**config.mk**
```make
export PLATFORM = sky130hd
export DESIGN_NAME = sdr_sample_framer
export DESIGN_NICKNAME = d
export VERILOG_FILES = /design/src/rtl/sdr_sample_framer.sv
export SDC_FILE = /design/constraint.sdc
export NUM_CORES = 1
export LEC_CHECK = 0
export CAP_MARGIN = 20
export CORE_ASPECT_RATIO = 1.25
export CORE_MARGIN = 3
export CORE_UTILIZATION = 50
export CTS_BUF_LIST = sky130_fd_sc_hd__clkbuf_16
export DETAILED_ROUTE_END_ITERATION = 6
export HOLD_SLACK_MARGIN = 0.12
export PLACE_DENSITY = 0.83
export SLEW_MARGIN = 0
export SYNTH_ARGS = -nofsm -noshare
export SYNTH_HDL_FRONTEND = slang
export SYNTH_SLANG_ARGS = --single-unit
```
**constraint.sdc**
```tcl
create_clock -name wr_clk -period 2.9 [get_ports wr_clk]
set_input_delay 0.725 -clock wr_clk [delete_from_list [all_inputs] [get_ports wr_clk]]
set_output_delay 0.725 -clock wr_clk [all_outputs]
set_load 0.05 [all_outputs]
```
**src/rtl/sdr_sample_framer.sv**
```systemverilog
// Write-side sample framer: packs I/Q samples into 32-bit words, prefixes each frame
// with a header word, and absorbs FIFO back-pressure in a 2-entry skid with drop accounting.
//   state | meaning
//   IDLE  | no frame open; waits for a held sample with enable high to load a header
//   PAY   | frame open; moves skid head into the output register until FRAME_LEN payloads
module sdr_sample_framer #(
   parameter int unsigned FRAME_LEN = 256,
   parameter logic [7:0]  SYNC_BYTE = 8'hA5,
   parameter int unsigned CNT_W     = 16
) (
   input  logic             wr_clk,
   input  logic             wr_rst_n,
   input  logic             enable,
   input  logic             sample_valid,
   input  logic [15:0]      sample_i,
   input  logic [15:0]      sample_q,
   input  logic             clear_stats,
   output logic [31:0]      fifo_din,
   output logic             fifo_wr_en,
   input  logic             fifo_full,
   output logic [15:0]      frame_seq,
   output logic [CNT_W-1:0] drop_count,
   output logic             overflow,
   output logic             busy
);

   typedef enum logic {ST_IDLE, ST_PAY} state_t;

   state_t             state_q, state_d;
   logic [31:0]        skid0_q, skid0_d, skid1_q, skid1_d;
   logic [1:0]         skid_cnt_q, skid_cnt_d;
   logic               out_valid_q, out_valid_d;
   logic [31:0]        out_data_q, out_data_d;
   logic [15:0]        pay_cnt_q, pay_cnt_d;
   logic [15:0]        frame_seq_q, frame_seq_d;
   logic [CNT_W-1:0]   drop_count_q, drop_count_d;
   logic               overflow_q, overflow_d;
   logic               lost_q, lost_d;

   logic               out_free;
   logic               skid_nonempty;
   logic               accept;
   logic               pop;
   logic               drop;
   logic               push;
   logic               hdr_load;
   logic               last_pay;
   logic [31:0]        in_word;

   assign in_word       = {sample_i, sample_q};
   assign fifo_wr_en    = out_valid_q & ~fifo_full;
   assign out_free      = ~out_valid_q | fifo_wr_en;
   assign skid_nonempty = (skid_cnt_q != 2'd0);
   assign accept        = sample_valid & ((state_q == ST_PAY) | enable);
   assign pop           = (state_q == ST_PAY) & skid_nonempty & out_free;
   assign drop          = accept & (skid_cnt_q == 2'd2) & ~pop;
   assign push          = accept & ~drop;
   assign hdr_load      = (state_q == ST_IDLE) & skid_nonempty & enable & out_free;
   assign last_pay      = (pay_cnt_q == 16'(FRAME_LEN - 1));

   // Sequencer and output register
   always_comb begin
      state_d     = state_q;
      pay_cnt_d   = pay_cnt_q;
      frame_seq_d = frame_seq_q;
      out_valid_d = out_valid_q & ~fifo_wr_en;
      out_data_d  = out_data_q;
      case (state_q)
         ST_IDLE: begin
            if (hdr_load) begin
               out_valid_d = 1'b1;
               out_data_d  = {SYNC_BYTE, 7'd0, lost_q | drop, frame_seq_q};
               frame_seq_d = frame_seq_q + 16'd1;
               state_d     = ST_PAY;
            end
         end
         ST_PAY: begin
            if (pop) begin
               out_valid_d = 1'b1;
               out_data_d  = skid0_q;
               if (last_pay) begin
                  pay_cnt_d = 16'd0;
                  state_d   = ST_IDLE;
               end else begin
                  pay_cnt_d = pay_cnt_q + 16'd1;
               end
            end
         end
         default: state_d = ST_IDLE;
      endcase
   end

   // Skid queue: pop shifts the tail forward, then a push lands in the first free slot
   always_comb begin
      skid0_d    = skid0_q;
      skid1_d    = skid1_q;
      skid_cnt_d = skid_cnt_q;
      if (pop) begin
         skid0_d    = skid1_q;
         skid_cnt_d = skid_cnt_q - 2'd1;
      end
      if (push) begin
         if (skid_cnt_d == 2'd0) begin
            skid0_d = in_word;
         end else begin
            skid1_d = in_word;
         end
         skid_cnt_d = skid_cnt_d + 2'd1;
      end
   end

   // Statistics: a drop coinciding with clear_stats leaves a count of one
   always_comb begin
      drop_count_d = drop_count_q;
      overflow_d   = overflow_q | drop;
      lost_d       = hdr_load ? 1'b0 : (lost_q | drop);
      if (clear_stats) begin
         drop_count_d = drop ? {{(CNT_W-1){1'b0}}, 1'b1} : '0;
         overflow_d   = drop;
      end else if (drop && !(&drop_count_q)) begin
         drop_count_d = drop_count_q + {{(CNT_W-1){1'b0}}, 1'b1};
      end
   end

   always_ff @(posedge wr_clk or negedge wr_rst_n) begin
      if (!wr_rst_n) begin
         state_q      <= ST_IDLE;
         skid0_q      <= '0;
         skid1_q      <= '0;
         skid_cnt_q   <= '0;
         out_valid_q  <= 1'b0;
         out_data_q   <= '0;
         pay_cnt_q    <= '0;
         frame_seq_q  <= '0;
         drop_count_q <= '0;
         overflow_q   <= 1'b0;
         lost_q       <= 1'b0;
      end else begin
         state_q      <= state_d;
         skid0_q      <= skid0_d;
         skid1_q      <= skid1_d;
         skid_cnt_q   <= skid_cnt_d;
         out_valid_q  <= out_valid_d;
         out_data_q   <= out_data_d;
         pay_cnt_q    <= pay_cnt_d;
         frame_seq_q  <= frame_seq_d;
         drop_count_q <= drop_count_d;
         overflow_q   <= overflow_d;
         lost_q       <= lost_d;
      end
   end

   assign fifo_din   = out_data_q;
   assign frame_seq  = frame_seq_q;
   assign drop_count = drop_count_q;
   assign overflow   = overflow_q;
   assign busy       = (state_q == ST_PAY) | skid_nonempty | out_valid_q;

endmodule

```
### Layout detail

Window x 71 to 96, y 91 to 116 um. Cells in grey, sequential cells in the stronger grey; small squares are vias.
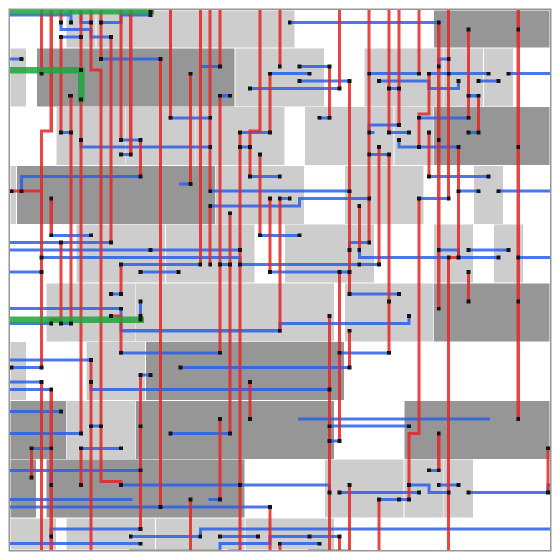
legend:
  green:
    layer: M3
  blue:
    layer: M1
  red:
    layer: M2
netlist names of flops here include: fifo_din (4), skid1_q (3)
most frequent: mux2_2 (11), dfrtp_1 (9), nand2_1 (5)
cells with their middle in the window: 39
sequential cells in the window: 9

### Metal 1

(2 px per um)
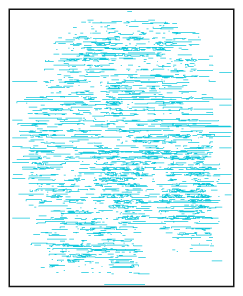
wire length on this layer: 6500 um
longest straight run: 39.6 um
main direction: horizontal
nets with wire on the layer: 678
vias: 5060
Global Route met1 Usage: 0.251

==> summary.rpt <==
===========================================================================
Ratio of total power to cell area                               1090 nW/um2
Count of hold buffers inserted by post-cts repair                         0
Req. time, crit path                                                3210 ps
Die span in x                                                        111 um
Startpoint type of the worst setup path                          input port
Slew Limit Fails                                                          0
Post-Route Skew                                                     11.3 ps
Antenna violations before repair                                          0
Run status                                                     finished, final reports clean
Site Rows                                                                47
Initial DRC count                                                       313
Vertical die dimension                                               138 um
Maximum root-to-sink buffer count                                         2
Number of H-tree levels                                                   4
Synthesis Warnings                                                        0
Fraction of final layout cells sized beyond drive strength 1          0.231
Most frequent cell after synthesis                                  dfrtp_1
Pint                                                                6.00 mW
Number of setup buffers added after CTS                                   0
Vias in the first global route                                         5187
Max rail drop VDD                                                  0.752 mV
Power dissipated in combinational cells                             4.22 mW
Placer congestion estimate                                            0.835
Post-Syn Nets                                                           638
Top cells by area, synth                                       dfrtp_1 54%, mux2_2 17%, nand2_1 4.1%, o21ai_0 3.1%, mux2i_1 2.4%
Classification of the worst setup path                         input port to flip-flop
Biggest fanout along the worst timing path                               10
Top cell area share                                                   0.540
Pin count of the biggest net entering global routing                     66
Fin cells                                                               893
Unrepaired setup endpoints after global routing                       false
Post-layout net count                                                   753
Area growth syn-to-layout                                             26.9%
Worst flop-to-flop path startpoint                             skid_cnt_q[0]$_DFF_PN0_
Final setup slack of the worst path                                  342 ps
Count of input and output buffers                                       104
Sw power                                                            3.60 mW
Proportion of power drawn by combinational gates                      0.439
Avg WL per Cell                                                     17.5 um
Instance count after placement with tap cells included                  861
Post-detailed-routing wire length                                  15600 um
Cell area after layout                                             8820 um2
Post-Place Cell Area                                               8270 um2
Final number of hold-violating endpoints                                  0
===========================================================================
### Congestion heat map

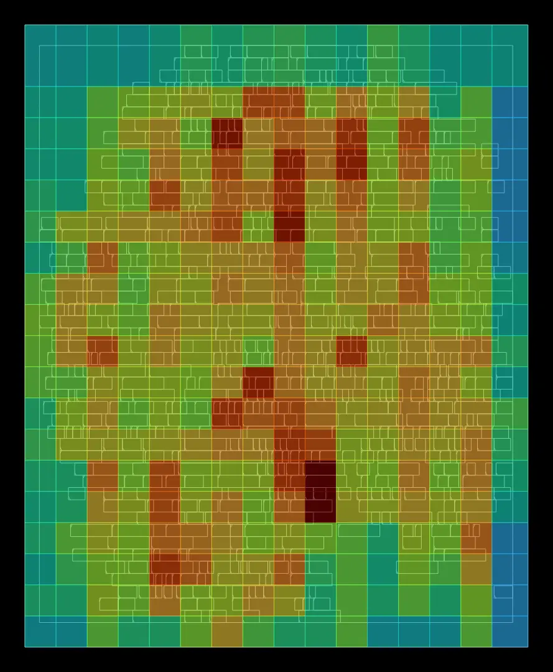
grt met2 use: 0.372
GRT Util Overall: 0.210
met3 usage: 0.0475
final design utilization: 0.658

-- per-layer routing --
| metal | global-route usage | part of all wire |
|---|---|---|
| met1 | 0.251 | 0.42 |
| met2 | 0.372 | 0.52 |
| met3 | 0.0475 | 0.042 |
| met4 | 0.0825 | 0.022 |
| met5 | 0 | 0 |
-- area by class of cell --
type	count	area [um2]	share of cell area
clock buffers	17	425	0.0482
flip-flops and latches	150	3750	0.426
well taps	171	214	0.0243
multi-input cells	408	3010	0.342
clock inverters	15	121	0.0138
repair buffers	122	1250	0.142
inverters	10	37.5	0.00426
-- cells by family after synthesis --
logic type / synth area share
and+or+nand+nor: 0.128
DFF: 0.540
muxes: 0.195
AOI/OAI and AO/OA: 0.0655
buffers and inverters: 0.0286
xor gates and xnor gates: 0.0328
adders and majority gates: 0.0108
Power is estimated from default activity; no workload was simulated.
